**src/rtl/mlp_pkg.sv**
```systemverilog
// mlp_pkg: shared defaults, requester indices and FSM state type for the
// activation-LUT sharing logic.
package mlp_pkg;

    localparam int unsigned DATA_W_DEF = 16;
    localparam int unsigned TAG_W_DEF  = 8;

    // Requester indices into the two-entry request/response vectors
    localparam logic REQ_LAYER1 = 1'b0;
    localparam logic REQ_LAYER2 = 1'b1;

    typedef enum logic [1:0] {
        IDLE = 2'd0,
        OWN0 = 2'd1,
        OWN1 = 2'd2
    } arb_state_t;

endpackage

```
**src/rtl/lut_arbiter_if.sv**
```systemverilog
// lut_arbiter_if: request, LUT and response signals of the shared activation
// LUT. The slave modport is the arbiter; master is the requester/LUT side.
interface lut_arbiter_if
    import mlp_pkg::*;
#(
    parameter int unsigned DATA_W = DATA_W_DEF,
    parameter int unsigned TAG_W  = TAG_W_DEF
) ();

    logic [1:0]             req_valid;
    logic [1:0]             req_ready;
    logic [1:0][DATA_W-1:0] req_data;
    logic [1:0][TAG_W-1:0]  req_tag;

    logic [DATA_W-1:0]      lut_in;
    logic                   lut_in_valid;
    logic [DATA_W-1:0]      lut_out;

    logic [1:0]             rsp_valid;
    logic [DATA_W-1:0]      rsp_data;
    logic [TAG_W-1:0]       rsp_tag;

    modport slave (
        input  req_valid, req_data, req_tag, lut_out,
        output req_ready, lut_in, lut_in_valid, rsp_valid, rsp_data, rsp_tag
    );

    modport master (
        output req_valid, req_data, req_tag, lut_out,
        input  req_ready, lut_in, lut_in_valid, rsp_valid, rsp_data, rsp_tag
    );

endinterface

```
**src/rtl/lut_tag_pipe.sv**
```systemverilog
// lut_tag_pipe: LUT_LAT-deep shift register of {valid, owner, tag} that
// tracks each LUT read so its result can be routed back to the issuer.
module lut_tag_pipe
    import mlp_pkg::*;
#(
    parameter int unsigned TAG_W   = TAG_W_DEF,
    parameter int unsigned LUT_LAT = 1
) (
    input  logic             clk,
    input  logic             reset,
    input  logic             in_valid,
    input  logic             in_owner,
    input  logic [TAG_W-1:0] in_tag,
    output logic             out_valid,
    output logic             out_owner,
    output logic [TAG_W-1:0] out_tag
);

    localparam int unsigned ENTRY_W = TAG_W + 2;

    logic [LUT_LAT-1:0][ENTRY_W-1:0] stage_q;

    // Advance one stage per cycle; reset drops every read still in flight.
    always_ff @(posedge clk) begin
        if (reset) begin
            stage_q <= '0;
        end else begin
            stage_q[0] <= {in_valid, in_owner, in_tag};
            for (int unsigned i = 1; i < LUT_LAT; i++) begin
                stage_q[i] <= stage_q[i-1];
            end
        end
    end

    assign {out_valid, out_owner, out_tag} = stage_q[LUT_LAT-1];

endmodule

```
**src/rtl/lut_arbiter.sv**
```systemverilog
// lut_arbiter: shares one activation LUT between the layer-1 reg-holder path
// (requester 0) and the layer-2 GSRAM path (requester 1). Round-robin with a
// bounded burst; tags ride alongside the LUT latency to route results back.
// Optional feature macro: LUT_ARB_STATS_EN adds saturating grant and
// contention counters.
module lut_arbiter
    import mlp_pkg::*;
#(
    parameter int unsigned DATA_W    = DATA_W_DEF,
    parameter int unsigned TAG_W     = TAG_W_DEF,
    parameter int unsigned LUT_LAT   = 1,
    parameter int unsigned MAX_BURST = 10
) (
    input  logic         clk,
    input  logic         reset,
    lut_arbiter_if.slave bus
`ifdef LUT_ARB_STATS_EN
    ,
    output logic [15:0]  grant_cnt0,
    output logic [15:0]  grant_cnt1,
    output logic [15:0]  contention_cnt
`endif
);

    localparam int unsigned CNT_W = $clog2(MAX_BURST + 1);
    localparam logic [CNT_W-1:0] BURST_MAX = CNT_W'(MAX_BURST);
    localparam logic [CNT_W-1:0] BURST_ONE = CNT_W'(1);

    arb_state_t       state_q, state_d;
    logic [CNT_W-1:0] burst_q, burst_d, burst_inc;
    logic             last_q, last_d;
    logic [1:0]       grant;
    logic [1:0]       v;

    logic [DATA_W-1:0] lut_in_q;
    logic              lut_in_valid_q;
    logic [TAG_W-1:0]  tag_q;
    logic              owner_q;

    logic              pipe_valid;
    logic              pipe_owner;
    logic [TAG_W-1:0]  pipe_tag;

    assign v         = bus.req_valid;
    assign burst_inc = (burst_q == BURST_MAX) ? burst_q : burst_q + BURST_ONE;

    // Arbitration state register.
    always_ff @(posedge clk) begin
        if (reset) begin
            state_q <= IDLE;
            burst_q <= '0;
            last_q  <= REQ_LAYER2;
        end else begin
            state_q <= state_d;
            burst_q <= burst_d;
            last_q  <= last_d;
        end
    end

    // Grant decision and next state; the owner keeps the LUT until its burst
    // is used up and the other side is waiting.
    always_comb begin
        grant   = 2'b00;
        state_d = IDLE;
        burst_d = '0;
        last_d  = last_q;
        case (state_q)
            OWN0: begin
                if (v[REQ_LAYER1] && (burst_q < BURST_MAX || !v[REQ_LAYER2])) begin
                    grant[REQ_LAYER1] = 1'b1;
                end else if (v[REQ_LAYER2]) begin
                    grant[REQ_LAYER2] = 1'b1;
                end
            end
            OWN1: begin
                if (v[REQ_LAYER2] && (burst_q < BURST_MAX || !v[REQ_LAYER1])) begin
                    grant[REQ_LAYER2] = 1'b1;
                end else if (v[REQ_LAYER1]) begin
                    grant[REQ_LAYER1] = 1'b1;
                end
            end
            default: begin
                if (v[REQ_LAYER1] && v[REQ_LAYER2]) begin
                    grant[~last_q] = 1'b1;
                end else begin
                    grant = v;
                end
            end
        endcase

        if (grant[REQ_LAYER1]) begin
            state_d = OWN0;
            last_d  = REQ_LAYER1;
            burst_d = (state_q == OWN0) ? burst_inc : BURST_ONE;
        end else if (grant[REQ_LAYER2]) begin
            state_d = OWN1;
            last_d  = REQ_LAYER2;
            burst_d = (state_q == OWN1) ? burst_inc : BURST_ONE;
        end
    end

    assign bus.req_ready = grant;

    // Register the accepted request into the LUT strobe; value and tag hold
    // while no request is accepted.
    always_ff @(posedge clk) begin
        if (reset) begin
            lut_in_q       <= '0;
            lut_in_valid_q <= 1'b0;
            tag_q          <= '0;
            owner_q        <= REQ_LAYER1;
        end else begin
            lut_in_valid_q <= |grant;
            if (|grant) begin
                lut_in_q <= bus.req_data[grant[REQ_LAYER2]];
                tag_q    <= bus.req_tag[grant[REQ_LAYER2]];
                owner_q  <= grant[REQ_LAYER2];
            end
        end
    end

    assign bus.lut_in       = lut_in_q;
    assign bus.lut_in_valid = lut_in_valid_q;

    lut_tag_pipe #(
        .TAG_W   (TAG_W),
        .LUT_LAT (LUT_LAT)
    ) u_tag_pipe (
        .clk       (clk),
        .reset     (reset),
        .in_valid  (lut_in_valid_q),
        .in_owner  (owner_q),
        .in_tag    (tag_q),
        .out_valid (pipe_valid),
        .out_owner (pipe_owner),
        .out_tag   (pipe_tag)
    );

    // Route the LUT result to the requester that issued the read.
    always_comb begin
        bus.rsp_valid = 2'b00;
        bus.rsp_tag   = '0;
        bus.rsp_data  = '0;
        if (pipe_valid) begin
            bus.rsp_valid[pipe_owner] = 1'b1;
            bus.rsp_tag               = pipe_tag;
            bus.rsp_data              = bus.lut_out;
        end
    end

`ifdef LUT_ARB_STATS_EN
    // Saturating per-requester grant counts and both-valid cycle count.
    always_ff @(posedge clk) begin
        if (reset) begin
            grant_cnt0     <= '0;
            grant_cnt1     <= '0;
            contention_cnt <= '0;
        end else begin
            if (grant[REQ_LAYER1] && grant_cnt0 != '1) grant_cnt0 <= grant_cnt0 + 16'd1;
            if (grant[REQ_LAYER2] && grant_cnt1 != '1) grant_cnt1 <= grant_cnt1 + 16'd1;
            if (v[REQ_LAYER1] && v[REQ_LAYER2] && contention_cnt != '1) begin
                contention_cnt <= contention_cnt + 16'd1;
            end
        end
    end
`endif

endmodule

```
**src/flat_wrapper.sv**
```systemverilog
// flat-port wrapper written by rule: the top's interface ports become plain ports
module lut_arbiter_flat import mlp_pkg::*;
#(
    parameter int unsigned DATA_W    = DATA_W_DEF,
    parameter int unsigned TAG_W     = TAG_W_DEF,
    parameter int unsigned LUT_LAT   = 1,
    parameter int unsigned MAX_BURST = 10
)
  (clk, reset, bus_req_valid, bus_req_data, bus_req_tag, bus_lut_out, bus_req_ready, bus_lut_in, bus_lut_in_valid, bus_rsp_valid, bus_rsp_data, bus_rsp_tag);
  lut_arbiter_if #(.DATA_W(DATA_W), .TAG_W(TAG_W)) bus_i ();
  input  logic clk;
  input  logic reset;
  input wire logic [$bits(bus_i.req_valid)-1:0] bus_req_valid;
  input wire logic [$bits(bus_i.req_data)-1:0] bus_req_data;
  input wire logic [$bits(bus_i.req_tag)-1:0] bus_req_tag;
  input wire logic [$bits(bus_i.lut_out)-1:0] bus_lut_out;
  output wire logic [$bits(bus_i.req_ready)-1:0] bus_req_ready;
  output wire logic [$bits(bus_i.lut_in)-1:0] bus_lut_in;
  output wire logic [$bits(bus_i.lut_in_valid)-1:0] bus_lut_in_valid;
  output wire logic [$bits(bus_i.rsp_valid)-1:0] bus_rsp_valid;
  output wire logic [$bits(bus_i.rsp_data)-1:0] bus_rsp_data;
  output wire logic [$bits(bus_i.rsp_tag)-1:0] bus_rsp_tag;
  assign bus_i.req_valid = bus_req_valid;
  assign bus_i.req_data = bus_req_data;
  assign bus_i.req_tag = bus_req_tag;
  assign bus_i.lut_out = bus_lut_out;
  assign bus_req_ready = bus_i.req_ready;
  assign bus_lut_in = bus_i.lut_in;
  assign bus_lut_in_valid = bus_i.lut_in_valid;
  assign bus_rsp_valid = bus_i.rsp_valid;
  assign bus_rsp_data = bus_i.rsp_data;
  assign bus_rsp_tag = bus_i.rsp_tag;
  lut_arbiter #(.DATA_W(DATA_W), .TAG_W(TAG_W), .LUT_LAT(LUT_LAT), .MAX_BURST(MAX_BURST)) u_core (.clk(clk), .reset(reset), .bus(bus_i));
endmodule
```
**config.mk**
```make
export PLATFORM = sky130hd
export DESIGN_NAME = lut_arbiter_flat
export DESIGN_NICKNAME = d
export VERILOG_FILES = /design/src/rtl/mlp_pkg.sv /design/src/rtl/lut_arbiter_if.sv /design/src/rtl/lut_tag_pipe.sv /design/src/rtl/lut_arbiter.sv /design/src/flat_wrapper.sv
export SDC_FILE = /design/constraint.sdc
export NUM_CORES = 1
export LEC_CHECK = 0
export ABC_CLOCK_PERIOD_IN_PS = 2530
export CAP_MARGIN = 20
export CELL_PAD_IN_SITES_DETAIL_PLACEMENT = 0
export CELL_PAD_IN_SITES_GLOBAL_PLACEMENT = 1
export CORE_ASPECT_RATIO = 0.6
export CORE_MARGIN = 10
export CORE_UTILIZATION = 26
export CTS_CLUSTER_SIZE = 24
export DETAILED_ROUTE_END_ITERATION = 7
export GPL_TIMING_DRIVEN = 0
export HOLD_SLACK_MARGIN = 0.15
export PLACE_DENSITY = 0.78
export SLEW_MARGIN = 20
export SYNTH_ARGS = -nofsm -noshare
export SYNTH_HDL_FRONTEND = slang
export SYNTH_SLANG_ARGS = --single-unit
export TNS_END_PERCENT = 20
```
**constraint.sdc**
```tcl
create_clock -name clk -period 2.53 [get_ports clk]
set_clock_uncertainty 0.1 [all_clocks]
set_input_delay 0.253 -clock clk [delete_from_list [all_inputs] [get_ports clk]]
set_output_delay 0.253 -clock clk [all_outputs]
set_load 0.05 [all_outputs]
```
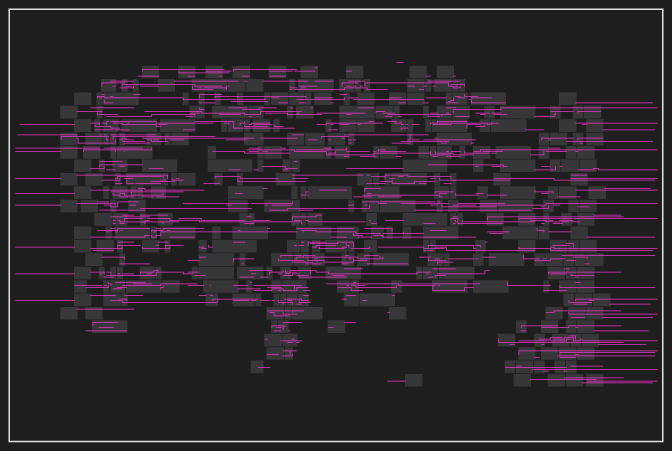
run_1/m1.png
nets with wire on the layer: 378
main direction: horizontal
share of all routed wire: 50%
longest straight run: 35.9 um
wire length on this layer: 3500 um

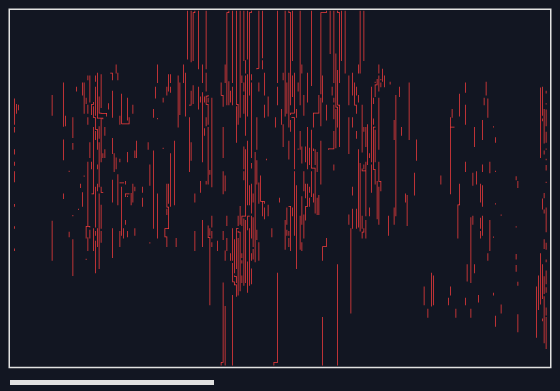
run_1/m2.png
Bar = 50 um.
share of all routed wire: 39%
longest straight run: 29.6 um
nets with wire on the layer: 342

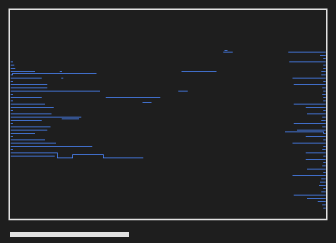
run_1/m3.png
Bar = 50 um.
nets with wire on the layer: 86
share of all routed wire: 10%
longest straight run: 37.0 um

==> summary.txt, run 1 <==
The flow run is done. The violation tally recorded at the end of detailed-routing iteration 0 is 94. Yosys stat counts 236 cells in the synthesized netlist. The worst setup path is launched from a flop. Before any placement, the netlist area is recorded as 0.00197 sq mm. Worst vdd rail ir drop landed at 0.313 mV. Per the post-synthesis report, the number of cells in the design is 236. STA lists the endpoint of the worst register-to-register path as u_core.bus.lut_in[12]$_SDFFE_PP0P_.

According to the report, the first pass of detailed routing completed in 4 iterations. Cts-stage hold buffer count landed at 0. Logic depth along the worst register-to-register path is recorded as 9.

Worst slack on hold paths landed at 0.364 ns. The final timing report counts setup violations totalling 0. Endpoints failing hold in the final report were tallied at 0. For this design the ratio of total power to cell area is 687 mW/mm^2.

The net count after synthesis is 308. Total chip power landed at 2.32 mW. The flow ran to the end, and the final reports show no timing, DRC or antenna violations. Worst hold path stage count landed at 1.

Total die size landed at 0.0116 sq mm. Final antenna diode count landed at 0. The path with the worst hold slack has its endpoint at u_core.u_tag_pipe.stage_q[7]$_SDFF_PP0_. In the final layout, the share of cells above drive strength 1 is 0.0670. Relative to the synthesized area, the layout overhead comes to 71.5%.

The commonest register cell is dfxtp_1. Slew at the pin closest to its max-slew limit landed at 0.546 ns. I/O pin count landed at 113.

STA lists the maximum fanout along the critical path as 10. The startpoint identified for the worst hold timing path is u_core.tag_q[7]$_SDFFE_PP0P_. Cell area after placement landed at 0.00322 sq mm. Ratio of routed vias to standard cells landed at 4.47. Headroom to the max-slew limit came out at 0.635. The worst setup path is captured at an output pin. Data arrival time of the critical path landed at 2.06 ns. Per the post-route antenna check, the number of violating nets is 0. For this run, the share of the core covered by cells in the final layout is 0.462. The share of the core area taken by cells at floorplan is 0.270. Async set or reset register ratio after synthesis landed at 0. The core region is 0.00730 sq mm. Synthesized area per cell landed at 8.33 sq um. Vias after detailed routing landed at 2066. The chip area line in the Yosys stat output reads 0.00197 sq mm. Across every metal layer, demand over resource in global routing totals 0.119.
-- run 1: final cells by class --
type	instances	area [sq um]
well taps	104	130
repair buffers	114	1130
flip-flops and latches	43	861
fillers	752	3920
multi-input cells	171	995
clock buffers	5	125
inverters	6	22.5
plain buffers	16	93.8
clock inverters	3	15.0
-- run 1: worst max-delay path by stage --
stage	from	end	slack, ns	cells after the start
after floorplan	u_core.state_q[0]$_SDFF_PP0_	u_core.burst_q[2]$_SDFF_PP0_	0.26	8
after global placement	u_core.state_q[0]$_SDFF_PP0_	bus_req_ready[1]	-0.46	7
after detailed placement	u_core.state_q[0]$_SDFF_PP0_	bus_req_ready[1]	-0.52	7
after CTS	u_core.state_q[0]$_SDFF_PP0_	bus_req_ready[0]	0.03	7
after global routing	u_core.state_q[0]$_SDFF_PP0_	bus_req_ready[0]	0.006	8
final	u_core.state_q[0]$_SDFF_PP0_	bus_req_ready[0]	0.11	7
-- run 1: sequential cells by signal, indices dropped and copies added (netlist names) --
register / count
u_core.bus.lut_in_valid: 1
u_core.last_q: 1
u_core.state_q: 2
u_core.owner_q: 1
u_core.u_tag_pipe.stage_q: 10
u_core.tag_q: 8
u_core.bus.lut_in: 16
u_core.burst_q: 4
-- run 1: Yosys cell counts, drive strengths merged, types with 2 or more instances --
library cell | count | area [sq um]
and2 | 25 | 156
clkbuf | 11 | 41.3
buf | 5 | 50.0
a21oi | 2 | 10.0
inv | 6 | 22.5
dfxtp | 43 | 861
nor3 | 3 | 15.0
ha | 4 | 50.1
nor2b | 11 | 68.8
nand3 | 3 | 27.5
nor2 | 28 | 105
nand4 | 2 | 12.5
a311oi | 24 | 210
nand2 | 52 | 195
-- run 1: cell families after synthesis --
family,share of synthesized area
AND/OR/NAND/NOR,0.316
adder cells (fa/ha/maj),0.0254
XOR/XNOR,0.00891
buffers and inverters,0.0579
flip-flops,0.438
AND-OR/OR-AND,0.155
-- run 1: per-stage QoR --
step | instances | setup TNS [ns]
final | 462 | 0
after global routing | 462 | 0
after CTS | 462 | 0
after detailed placement | 452 | -0.832
after global placement | 452 | -0.747
after floorplan | 236 | 0
-- run 1: what timing repair did --
action / 4_1_cts / 5_1_grt
pin swaps: 2 / 0
gates resized: 12 / 7
buffers inserted: 2 / 0
endpoints found under the setup margin: 3 / 26
-- run 1: per-layer routing --
layer,global-route usage,wire [um],vias up
met5,0,0,-
met1,0.157,3500,925
met3,0.0599,723,4
met2,0.169,2750,93
li1,-,-,1044
met4,0.0278,25,0
-- run 1: critical path, cell delays in order (launching register included) --
cell and delay [ns]:
dfxtp_1 0.33, inv_1 0.05, ha_2 0.32, or4b_4 0.55, nand3_4 0.09, inv_2 0.05, buf_2 0.18, buf_4 0.21
-- run 1: report_power, final --
group | switching (mW) | internal [mW]
sequential | 0.0478 | 0.777
clock | 0.249 | 0.360
combinational | 0.531 | 0.354
==> inputs of run 2 (changes only) <==
--- a/config.mk
+++ b/config.mk
@@ -5,7 +5,7 @@
 export SDC_FILE = /design/constraint.sdc
 export NUM_CORES = 1
 export LEC_CHECK = 0
-export ABC_CLOCK_PERIOD_IN_PS = 2530
+export ABC_CLOCK_PERIOD_IN_PS = 2300
 export CAP_MARGIN = 20
 export CELL_PAD_IN_SITES_DETAIL_PLACEMENT = 0
 export CELL_PAD_IN_SITES_GLOBAL_PLACEMENT = 1
==> constraint.sdc (replaced) <==
create_clock -name clk -period 2.3 [get_ports clk]
set_clock_uncertainty 0.1 [all_clocks]
set_input_delay 0.23 -clock clk [delete_from_list [all_inputs] [get_ports clk]]
set_output_delay 0.23 -clock clk [all_outputs]
set_load 0.05 [all_outputs]
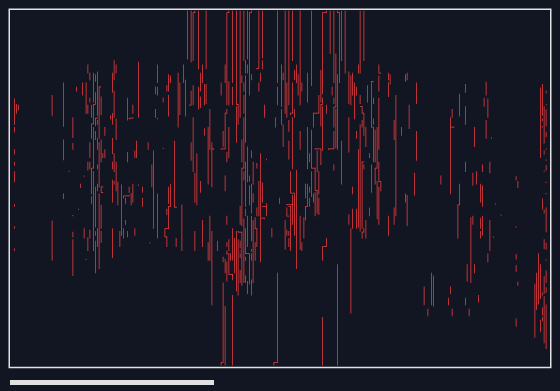
run_2/m2.png
Bar = 50 um.
longest straight run: 29.6 um
nets with wire on the layer: 338
wire length on this layer: 2750 um

==> run 2 against run 1 <==
Non-clock buffer count shrank 1. Clock power grew about 10%. Final area grew 2.6%. Count of clock-buffer cells in the layout is the same. Critical path depth grew 1. Synthesized area is the same. Largest cell class unchanged. Highest routed layer unchanged.
==> summary.txt, run 2 <==
The flow run is done. Counting stages on the worst path, the most repeated cell is buf_6. The total negative slack for setup checks was 0 ns (unchanged). Ratio of routed vias to standard cells landed at 4.46 (was 4.47). The async set or reset register ratio after synthesis was 0 (unchanged). Delay of the slowest cell on the worst path landed at 0.54 ns (was 0.55 ns). The final core utilization was 0.474 (was 0.462). The startpoint type of the worst setup path is a flop (unchanged). Number of setup violations in the final report landed at 0 (unchanged).

The flip-flop count of the largest register after layout was 16 (unchanged). Area of the mapped netlist landed at 0.00197 sq mm (unchanged). The top fanout value on the critical path was 10 (unchanged). The worst max-slew margin expressed relative to the limit was 0.618 (was 0.635). Total chip power landed at 2.58 mW (was 2.32 mW). The I/O pin count came to 113 (unchanged). Logic depth of the worst register-to-register path landed at 8 (was 9). Top-area cell type share of the netlist area landed at 0.438 (unchanged).

The count of nets left with antenna violations after detail routing is 0 (unchanged). The vias after detailed routing came to 2054 (was 2066). Initial DRC count landed at 76 (was 94). Post-layout instance count excluding filler cells landed at 461 (was 462). The worst hold path stage count came to 1 (unchanged). The floorplan core area is 0.00730 sq mm (unchanged). The data arrival time of the critical path is 2.26 ns (was 2.06 ns). Worst vdd rail ir drop landed at 0.346 mV (was 0.313 mV). Post-synth area hogs: dfxtp_1, a311oi_1, nand2_1, and2_1, nor2_1 (unchanged). The power density over the cells is 746 mW/mm^2 (was 687 mW/mm^2). The most common cell in the synthesized netlist is nand2_1 (unchanged).

Chip area line of the yosys report landed at 0.00197 sq mm (unchanged). The slew at the pin closest to its max-slew limit came to 0.573 ns (was 0.546 ns). The endpoint of the worst register-to-register path is u_core.tag_q[4]$_SDFFE_PP0P_ (was u_core.bus.lut_in[12]$_SDFFE_PP0P_). Cells along the critical path: inv_1 -> ha_4 -> or4b_4 -> nand3_4 -> buf_6 -> buf_6 -> nand2_1 -> a311oi_1 (was inv_1 -> ha_2 -> or4b_4 -> nand3_4 -> inv_2 -> buf_2 -> buf_4).

The initial core utilization came to 0.270 (unchanged). The aggregate global-route resource usage is 0.120 (was 0.119). The family of cells with the greatest summed delay on the critical path was simple AND/OR/NAND/NOR gates (unchanged). The area growth from synthesis to layout is 75.9% (was 71.5%). Gate count after technology mapping landed at 236 (unchanged). Number of hold violations in the final report landed at 0 (unchanged).

The critical path capture point type is a flop (was output pin). The worst-path cell with the longest stage delay was or4b_4 (unchanged). Share of post-route cells with drive strength above 1 landed at 0.0924 (was 0.0670). The library cell occupying the most area in the post-synthesis netlist was dfxtp_1 (unchanged).

Status: finished, final reports clean (unchanged). The number of search-and-repair iterations in the first detailed-routing pass was 4 (unchanged). Final antenna diode count landed at 0 (unchanged). The cell area after placement was 0.00322 sq mm (unchanged). The layout filler cell count was 740 (was 752). The count of buffer and inverter cells on the critical path was 3 (was 4). The total die size was 0.0116 sq mm (unchanged).
## run 2: cell counts after synthesis
Identical to the previous run, type by type.
## run 2: timing repair
item                       4_1_cts  5_1_grt
hold buffers                     0        0
pin swaps                        2        1
resized                         26       32
hold endpoints to repair         0        0
setup endpoints to repair       37       40
setup buffers                    2        0
## run 2: how the worst max path moves through the flow
stage | slack [ns] | end | start | depth (start not counted)
floorplan | 0.03 | u_core.burst_q[2]$_SDFF_PP0_ | u_core.state_q[0]$_SDFF_PP0_ | 8
global placement | -0.67 | bus_req_ready[1] | u_core.state_q[0]$_SDFF_PP0_ | 7
detailed placement | -0.73 | bus_req_ready[1] | u_core.state_q[0]$_SDFF_PP0_ | 7
CTS | 0.0005 | bus_rsp_data[6] | u_core.u_tag_pipe.stage_q[9]$_SDFF_PP0_ | 3
global route | 0.01 | u_core.tag_q[4]$_SDFFE_PP0P_ | u_core.state_q[1]$_SDFF_PP0_ | 9
finish | 0.13 | u_core.tag_q[4]$_SDFFE_PP0P_ | u_core.state_q[0]$_SDFF_PP0_ | 8
## run 2: per-stage QoR
stage	setup WS, ns	hold WS [ns]
after floorplan	0.0337	0.202
final	0.127	0.364
after global placement	-0.667	0.353
after global routing	0.0127	0.382
after detailed placement	-0.728	0.359
after CTS	0.000453	0.369
## run 2: worst reg2reg max path, delay by kind of cell (launching register included)
family / cells / cell delay (ns)
adders and majority gates: 1 / 0.27
and+or+nand+nor: 3 / 0.72
buffers and inverters: 3 / 0.39
AOI/OAI and AO/OA: 1 / 0.27
DFF: 1 / 0.33
## run 2: cell families after synthesis
group | after synthesis | share of synthesized area
AND/OR/NAND/NOR | 129 | 0.316
flip-flops | 43 | 0.438
AND-OR/OR-AND | 36 | 0.155
buffers and inverters | 22 | 0.0579
adder cells (fa/ha/maj) | 4 | 0.0254
XOR/XNOR | 2 | 0.00891
## run 2: layout make-up
type / count / area [sq um] / area share
Buffer: 15 / 92.6 / 0.0268
Clock buffer: 5 / 125 / 0.0362
Clock inverter: 3 / 15.0 / 0.00434
Inverter: 6 / 27.5 / 0.00796
Multi-Input combinational cell: 171 / 1040 / 0.300
Sequential cell: 43 / 862 / 0.249
Tap cell: 104 / 130 / 0.0376
Timing Repair Buffer: 114 / 1170 / 0.338
## run 2: metal layers
metal / vias to the layer above / track usage / share of wire
li1: 1045 / - / -
met3: 2 / 0.0599 / 0.10
met5: - / 0 / 0
met4: 0 / 0.0278 / 0.0033
met1: 914 / 0.158 / 0.51
met2: 93 / 0.168 / 0.39
## run 2: power breakdown
| part | switching, mW | internal, mW | total (mW) | leakage [nW] |
|---|---|---|---|---|
| registers | 0.0534 | 0.855 | 0.908 | 0.355 |
| logic | 0.597 | 0.404 | 1.00 | 1.15 |
| clock network | 0.276 | 0.396 | 0.672 | 0.0733 |
| total | 0.926 | 1.66 | 2.58 | 1.58 |
==> inputs of run 3 (changes only) <==
--- a/config.mk
+++ b/config.mk
@@ -5,7 +5,6 @@
 export SDC_FILE = /design/constraint.sdc
 export NUM_CORES = 1
 export LEC_CHECK = 0
-export ABC_CLOCK_PERIOD_IN_PS = 2300
 export CAP_MARGIN = 20
 export CELL_PAD_IN_SITES_DETAIL_PLACEMENT = 0
 export CELL_PAD_IN_SITES_GLOBAL_PLACEMENT = 1
@@ -17,7 +16,6 @@
 export GPL_TIMING_DRIVEN = 0
 export HOLD_SLACK_MARGIN = 0.15
 export PLACE_DENSITY = 0.78
-export SLEW_MARGIN = 20
 export SYNTH_ARGS = -nofsm -noshare
 export SYNTH_HDL_FRONTEND = slang
 export SYNTH_SLANG_ARGS = --single-unit
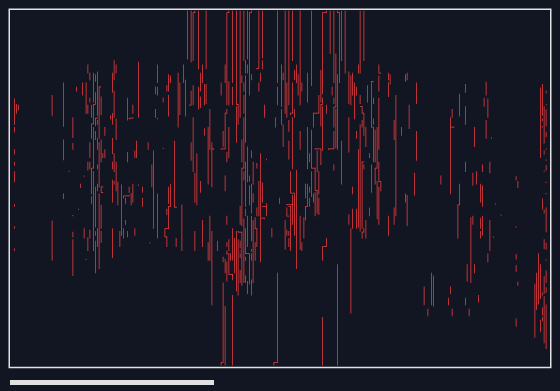
run_3/m2.png
Bar = 50 um.
nets with wire on the layer: 338
longest straight run: 29.6 um
share of all routed wire: 39%

==> run 3 against run 2 <==
Sequential cell count stayed put. Setup slack did not move. Die size is the same.
==> summary.txt, run 3 <==
The flow run is done. The flip-flop count of the largest register after layout was 16 (unchanged). The total chip power is 2.58 mW (unchanged). The I/O pin count was 113 (unchanged). Logic depth of the worst register-to-register path landed at 8 (unchanged). The gate count after technology mapping is 236 (unchanged). Ratio of routed vias to standard cells landed at 4.46 (unchanged). The number of search-and-repair iterations in the first detailed-routing pass is 4 (unchanged).

The layout filler cell count came to 740 (unchanged). Total die size landed at 0.0116 sq mm (unchanged). Number of hold violations in the final report landed at 0 (unchanged). The number of nets in the synthesized netlist was 308 (unchanged). The top fanout value on the critical path is 10 (unchanged). The final antenna diode count was 0 (unchanged). Most numerous cell types in the synthesized netlist: nand2_1, dfxtp_1, nor2_1 (unchanged). Aggregate global-route resource usage landed at 0.120 (unchanged). The pre-CTS setup slack was -0.728 ns (unchanged). The endpoint with the worst hold slack is u_core.u_tag_pipe.stage_q[7]$_SDFF_PP0_ (unchanged).

The worst hold path stage count is 1 (unchanged). The total cells reported by yosys after synthesis is 236 (unchanged). Share of post-route cells with drive strength above 1 landed at 0.0924 (unchanged). Top-area cell type share of the netlist area landed at 0.438 (unchanged). The critical path capture point type is a flop (unchanged). The library cell occupying the most area in the post-synthesis netlist was dfxtp_1 (unchanged). The area growth from synthesis to layout is 75.9% (unchanged).

Count of nets left with antenna violations after detail routing landed at 0 (unchanged). The initial DRC count came to 76 (unchanged). Slew at the pin closest to its max-slew limit landed at 0.573 ns (unchanged).

Final core utilization landed at 0.474 (unchanged). Vias after detailed routing landed at 2054 (unchanged). Number of setup violations in the final report landed at 0 (unchanged).

The floorplan core area was 0.00730 sq mm (unchanged). The worst-case setup margin in the final layout was 0.127 ns (unchanged). The startpoint of the lowest-slack hold path is u_core.tag_q[7]$_SDFFE_PP0P_ (unchanged). Post-synth area hogs: dfxtp_1, a311oi_1, nand2_1, and2_1, nor2_1 (unchanged). The prevailing post-synth register cell is dfxtp_1 (unchanged).

Status: finished, final reports clean (unchanged). Async set or reset register ratio after synthesis landed at 0 (unchanged). Area of the mapped netlist landed at 0.00197 sq mm (unchanged). The worst vdd rail ir drop is 0.346 mV (unchanged).

Initial core utilization landed at 0.270 (unchanged). Chip area line of the yosys report landed at 0.00197 sq mm (unchanged). The number of placement rows is 24 (unchanged). The endpoint of the worst register-to-register path is u_core.tag_q[4]$_SDFFE_PP0P_ (unchanged).
==> run 3: power breakdown <==
group / total [mW] / internal [mW] / switching, mW / leakage [nW]
Sequential: 0.908 / 0.855 / 0.0534 / 0.355
Clock: 0.672 / 0.396 / 0.276 / 0.0733
Combinational: 1.00 / 0.404 / 0.597 / 1.15
Total: 2.58 / 1.66 / 0.926 / 1.58
==> run 3: what timing repair did <==
action / CTS / global route
hold buffers: 0 / 0
pin swaps: 2 / 1
endpoints found under the setup margin: 37 / 40
setup buffers: 2 / 0
resized: 26 / 32
==> run 3: cell families (layout without fill, tap and decap cells) <==
group                      after synthesis  in the layout  share of synthesized area
AOI/OAI and AO/OA                       36             36                      0.155
xor gates and xnor gates                 2              2                    0.00891
adders and majority gates                4              4                     0.0254
buffers and inverters                   22            143                     0.0579
DFF                                     43             43                      0.438
and+or+nand+nor                        129            129                      0.316
==> run 3: stage by stage <==
stage | hold WS [ns] | TNS [ns] | cells
floorplan | 0.202 | 0 | 236
global placement | 0.353 | -2.92 | 452
detailed placement | 0.359 | -5.49 | 452
CTS | 0.369 | 0 | 461
global route | 0.382 | 0 | 461
finish | 0.364 | 0 | 461
==> run 3: layer usage <==
layer  vias to the layer above  track usage  wire (um)
met4                         0       0.0278         23
met1                       914        0.158       3590
met3                         2       0.0599        705
met2                        93        0.168       2750
met5                         -            0          0
li1                       1045            -          -
==> run 3: worst max-delay path: stages, from the launching register on <==
cell,delay [ns]
dfxtp_1,0.33
inv_1,0.07
ha_4,0.27
or4b_4,0.54
nand3_4,0.12
buf_6,0.16
buf_6,0.16
nand2_1,0.06
a311oi_1,0.27
==> run 3: cell type report <==
type                       instances  area (sq um)  share of cell area
clock inverter                     3          15.0             0.00434
multi-input combinational        171          1040               0.300
sequential                        43           862               0.249
tap                              104           130              0.0376
clock buffer                       5           125              0.0362
timing repair buffer             114          1170               0.338
buffer                            15          92.6              0.0268
inverter                           6          27.5             0.00796
==> run 3: how the worst max path moves through the flow <==
stage,start,cells after the start,slack [ns],endpoint
final,u_core.state_q[0]$_SDFF_PP0_,8,0.13,u_core.tag_q[4]$_SDFFE_PP0P_
after CTS,u_core.u_tag_pipe.stage_q[9]$_SDFF_PP0_,3,0.0005,bus_rsp_data[6]
after detailed placement,u_core.state_q[0]$_SDFF_PP0_,7,-0.73,bus_req_ready[1]
after global placement,u_core.state_q[0]$_SDFF_PP0_,7,-0.67,bus_req_ready[1]
after floorplan,u_core.state_q[0]$_SDFF_PP0_,8,0.03,u_core.burst_q[2]$_SDFF_PP0_
after global routing,u_core.state_q[1]$_SDFF_PP0_,9,0.01,u_core.tag_q[4]$_SDFFE_PP0P_
Power figures rest on the tool's default switching activity, not on a simulated workload.
